File: config.mk
export PLATFORM = sky130hd
export DESIGN_NAME = lfsr_match_counter
export DESIGN_NICKNAME = d
export VERILOG_FILES = /design/src/rtl/lfsr_match_counter.sv
export SDC_FILE = /design/constraint.sdc
export NUM_CORES = 1
export LEC_CHECK = 0
export ABC_AREA = 1
export CAP_MARGIN = 10
export CORE_ASPECT_RATIO = 0.7
export CORE_MARGIN = 2
export CORE_UTILIZATION = 42
export CTS_CLUSTER_DIAMETER = 100
export DETAILED_ROUTE_END_ITERATION = 10
export HOLD_SLACK_MARGIN = 0.05
export PLACE_DENSITY = 0.74
export REMOVE_ABC_BUFFERS = 1
export SETUP_SLACK_MARGIN = 0.05
export SLEW_MARGIN = 20
export SYNTH_ARGS = -nofsm -noshare
export SYNTH_HDL_FRONTEND = slang
export SYNTH_SLANG_ARGS = --single-unit
File: constraint.sdc
create_clock -name clk -period 1.5 [get_ports clk]
set_clock_uncertainty 0.2 [all_clocks]
set_input_delay 0.375 -clock clk [delete_from_list [all_inputs] [get_ports clk]]
set_output_delay 0.375 -clock clk [all_outputs]
set_load 0.01 [all_outputs]
File: src/rtl/lfsr_match_counter.sv
// lfsr_match_counter: Fibonacci LFSR stepped from a seed until it hits a captured target, with timeout, lock-up and auto-reload
// Ports: clk/rst (sync, active-high); load/load_val force the LFSR; start arms a run and samples target;
// stop aborts; en gates stepping; lfsr_out/steps/busy/done/timeout/lockup are all registered state.
module lfsr_match_counter #(
  parameter int               WIDTH       = 4,
  parameter logic [WIDTH-1:0] TAPS        = 4'b1100,
  parameter logic [WIDTH-1:0] SEED        = '1,
  parameter bit               AUTO_RELOAD = 1'b0
) (
  input  logic             clk,
  input  logic             rst,
  input  logic             load,
  input  logic [WIDTH-1:0] load_val,
  input  logic             start,
  input  logic             stop,
  input  logic             en,
  input  logic [WIDTH-1:0] target,
  output logic [WIDTH-1:0] lfsr_out,
  output logic [WIDTH-1:0] steps,
  output logic             busy,
  output logic             done,
  output logic             timeout,
  output logic             lockup
);
  typedef enum logic [1:0] {IDLE, RUN, DONE} state_t;
  state_t state_q;
  logic [WIDTH-1:0] lfsr_q, steps_q, target_q, nxt, steps_inc;
  logic timeout_q, lockup_q, arm;
  assign nxt = {lfsr_q[WIDTH-2:0], ^(lfsr_q & TAPS)};
  assign steps_inc = steps_q + WIDTH'(1);
  assign arm = start && !lockup_q;
  always_ff @(posedge clk) begin
    if (rst) begin
      lfsr_q    <= SEED;
      steps_q   <= '0;
      target_q  <= '0;
      timeout_q <= 1'b0;
      lockup_q  <= 1'b0;
      state_q   <= IDLE;
    end else if (load) begin
      lfsr_q    <= load_val;
      steps_q   <= '0;
      timeout_q <= 1'b0;
      lockup_q  <= (load_val == '0);
      state_q   <= IDLE;
    end else if (stop) begin
      state_q <= IDLE;
    end else begin
      case (state_q)
        RUN: if (en) begin
          lfsr_q  <= nxt;
          steps_q <= steps_inc;
          if (nxt == target_q) state_q <= DONE;
          else if (steps_inc == '1) begin
            state_q   <= DONE;
            timeout_q <= 1'b1;
          end
        end
        DONE: if (AUTO_RELOAD) begin
          lfsr_q    <= SEED;
          steps_q   <= '0;
          timeout_q <= 1'b0;
          state_q   <= RUN;
        end else if (arm) begin
          target_q  <= target;
          steps_q   <= '0;
          timeout_q <= 1'b0;
          state_q   <= (lfsr_q == target) ? DONE : RUN;
        end
        default: if (arm) begin
          target_q  <= target;
          steps_q   <= '0;
          timeout_q <= 1'b0;
          state_q   <= (lfsr_q == target) ? DONE : RUN;
        end
      endcase
    end
  end
  assign lfsr_out = lfsr_q;
  assign steps    = steps_q;
  assign busy     = (state_q == RUN);
  assign done     = (state_q == DONE);
  assign timeout  = timeout_q;
  assign lockup   = lockup_q;
endmodule

==> summary.txt <==
Implementation progress

The overall die size recorded for this design is 0.00259 sq mm. The worst register-to-register path begins at steps[0]$_SDFFE_PP0P_. The count of mapped cells out of synthesis stands at 127.

The number of cell instances on the worst register-to-register path stands at 8. For this design, the CTS-stage hold fixing added 0 buffers. For the worst reg-to-reg path, the endpoint reported by OpenROAD is state_q[0]$_SDFFE_PP0P_.

In this run the worst hold path is classified as flip-flop to flip-flop. The net count of the finished layout is 200. The path length in cells of the critical path stands at 8.

The longest incremental delay of any stage on the critical path is reported as 380 ps. The wire length reported by the detailed router stands at 3280 um. The number of antenna violations at the first check in global routing came to 0.

The slew at the pin closest to its max-slew limit stands at 372 ps. The top fanout value on the critical path stands at 5. The first global-routing pass estimated 4350 um of wire. On the critical path, the stage with the largest delay is an instance of dfxtp_4. The final max-slew violation count recorded for this run is 0. Yosys reported a register bit count of 16. Derived from the worst setup path, the maximum achievable clock frequency is 0.622 GHz. The layout cell share with drive strength beyond 1 stands at 53.0%.

The total negative slack stands at -139 ps. The floorplan report lists the tap cell count as 24. The core footprint stands at 0.00210 sq mm.

The endpoint required time on the critical path stands at 1490 ps. The clock buffer count from CTS stands at 3. Buffers added to address setup during post-CTS repair amount to 0. The worst hold-check slack stands at 261 ps.

In the finished layout, the clock tree contains a buffer count of 4. The fraction of final cell area spent on clock buffers and inverters in this run is 2.28%. The final reports fail on setup timing.

The number of H-tree levels stands at 1. The run finished, with violations left. In this run the maximum-capacitance check reported violations numbering 0. Ranked by total area, the top cell class in this layout is multi-input combinational cells. The count of final setup violators stands at 3. The normalized max-slew margin stands at 75.0%.

The cell sitting at the root of the clock tree is a clkbuf_4. Detailed routing inserted a total of 1117 vias. The number of optimization iterations in the first detailed-route pass stands at 4. The sequential cells in the finished layout cover a total of 337 sq um. Per the synthesis report, the number of distinct cell types is 25. The worst hold path begins at timeout$_SDFFE_PP0P_. After clock tree synthesis, the clock-pin slew on the worst setup and hold paths is 100 ps. Multi-input logic gates represent a cell area share of 41.4%.

The count of flip-flops and latches stands at 16. The multi-input combinational cell count stands at 89. The number of global-route vias before repair stands at 997. STA shows the worst min-delay path finishing at timeout$_SDFFE_PP0P_. The logs give a warning total of 28. After synthesis the cells add up to 920 sq um.

The area overhead of the layout relative to synthesis stands at 73.3%. Across all setup checks in the final design, the least slack found is -107 ps. The timing report notes that buffer and inverter cells on the critical path total 1. The leakage power in the latest report is 0.704 nW. STA classifies the critical path endpoint as a flip-flop. In this run, post-CTS repair resized a total of 57 instances. Dividing the synthesized area by the synthesized cell count gives 7.24 sq um.

By startpoint and endpoint, the worst setup path is classified as flip-flop to flip-flop. The number of remaining DRC errors stands at 0. TritonCTS built the clock tree. Counting I/O delays and the setup requirement, the final critical path takes 1610 ps.

The overall power after layout stands at 0.00104 W. Following the worst setup path forward leads to its endpoint at state_q[0]$_SDFFE_PP0P_. Broken down by cell family, the worst path's largest delay share belongs to simple AND/OR/NAND/NOR gates.

The arrival time of data at the critical path endpoint stands at 1590 ps. In this run the power density over the cells is 649 mW/mm^2. The violation tally from detailed-route iteration zero stands at 54.

For this run, the chip area from Yosys synthesis comes to 920 sq um.
==> cells by family (layout without fill, tap and decap cells) <==
| family | Yosys count | in the layout | synth area share, % |
|---|---|---|---|
| adder cells (fa/ha/maj) | 2 | 2 | 2.72 |
| AND-OR/OR-AND | 26 | 26 | 18.2 |
| XOR/XNOR | 6 | 6 | 5.71 |
| AND/OR/NAND/NOR | 55 | 55 | 29.1 |
| buffers and inverters | 22 | 78 | 9.39 |
| flip-flops | 16 | 16 | 34.8 |
==> cell usage after synthesis (all sizes together) <==
cell	number	area [sq um]
o31ai	1	12.5
inv	21	81.3
o211ai	5	37.5
o211a	2	20.0
ha	2	25.0
nor4	1	6.26
clkinv	1	5.00
nand2	29	121
a21oi	8	43.8
xnor2	6	52.6
nand3	8	60.1
nor2	12	50.1
nor3	1	5.00
nand4	4	25.0
dfxtp	16	320
o21ai	10	53.8
==> report_power, final <==
group          leakage (nW)  switching, W  internal, W
clock network        0.0210      0.000147     0.000148
logic                 0.550      0.000154     0.000135
registers             0.132     0.0000112     0.000440
total                 0.704      0.000312     0.000723
==> metrics by stage <==
step / worst slack [ps] / instance area (sq um) / instances / utilization [%]
2_1_floorplan: 29.8 / 920 / 127 / -
3_3_place_gp: -285 / 1350 / 196 / 64.2
3_5_place_dp: -318 / 1350 / 196 / 64.2
4_1_cts: 19.8 / 1430 / 200 / 68.2
5_1_grt: -168 / 1590 / 207 / 75.8
6_report: -107 / 1590 / 207 / 75.8
==> layer usage <==
layer	global-route usage, %	routed length, um
met1	30.1	1360
met2	36.3	1560
met3	5.79	196
met4	8.89	168
met5	0	0
==> sequential cells by signal, summed over array words and instances (netlist names) <==
signal	cells
lfsr_out	4
steps	4
target_q	4
state_q	2
lockup	1
timeout	1
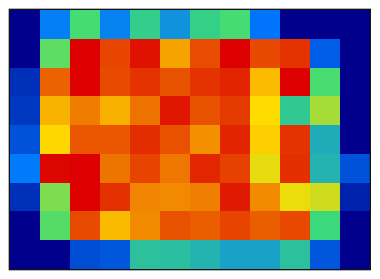
cell_density.png
Scale: 6 px per um. 12 x 9 tiles, from dark blue (low) to red (high), 0 to 100% covered.
fullest tile: 100%
tiles over 75% full: 52%
densest ninth of the die: center
emptiest ninth of the die: upper right

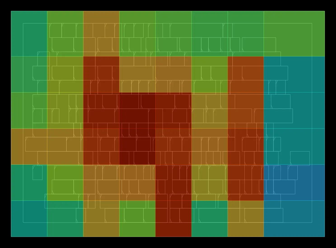
congestion.png
peak-usage layer in the global routing report: met2
fraction of met1 tracks used by global routing: 30.1%
routed len/inst: 15.9 um
GR Util met2: 36.3%
global routing usage summed across all routing layers: 23.1%

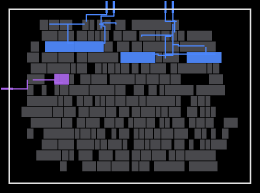
io_fan.png
Scale: 4 px per um.
[blue] steps | direction: output | edge: top | end cells: 4 | buffers: 4 | wire: 102 um
[purple] start | direction: input | edge: left | end cells: 2 | buffers: 1 | wire: 14.2 um
count of buffers from port buffering: 25
IO Pins: 26

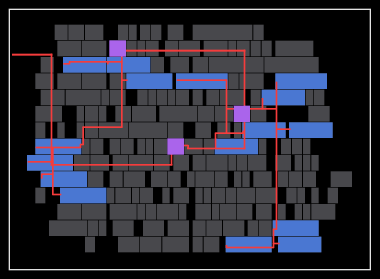
clk_routes.png
Scale: 6 px per um.
[red] clock wires | length: 230 um
[purple] clock drivers | count: 3
[blue] flip-flops | count: 16
routed clock nets: 4
flops lie: spread over the die
Clock net power: 0.000295 W
clk latency late pin: 300 ps

Power is estimated from default activity; no workload was simulated.
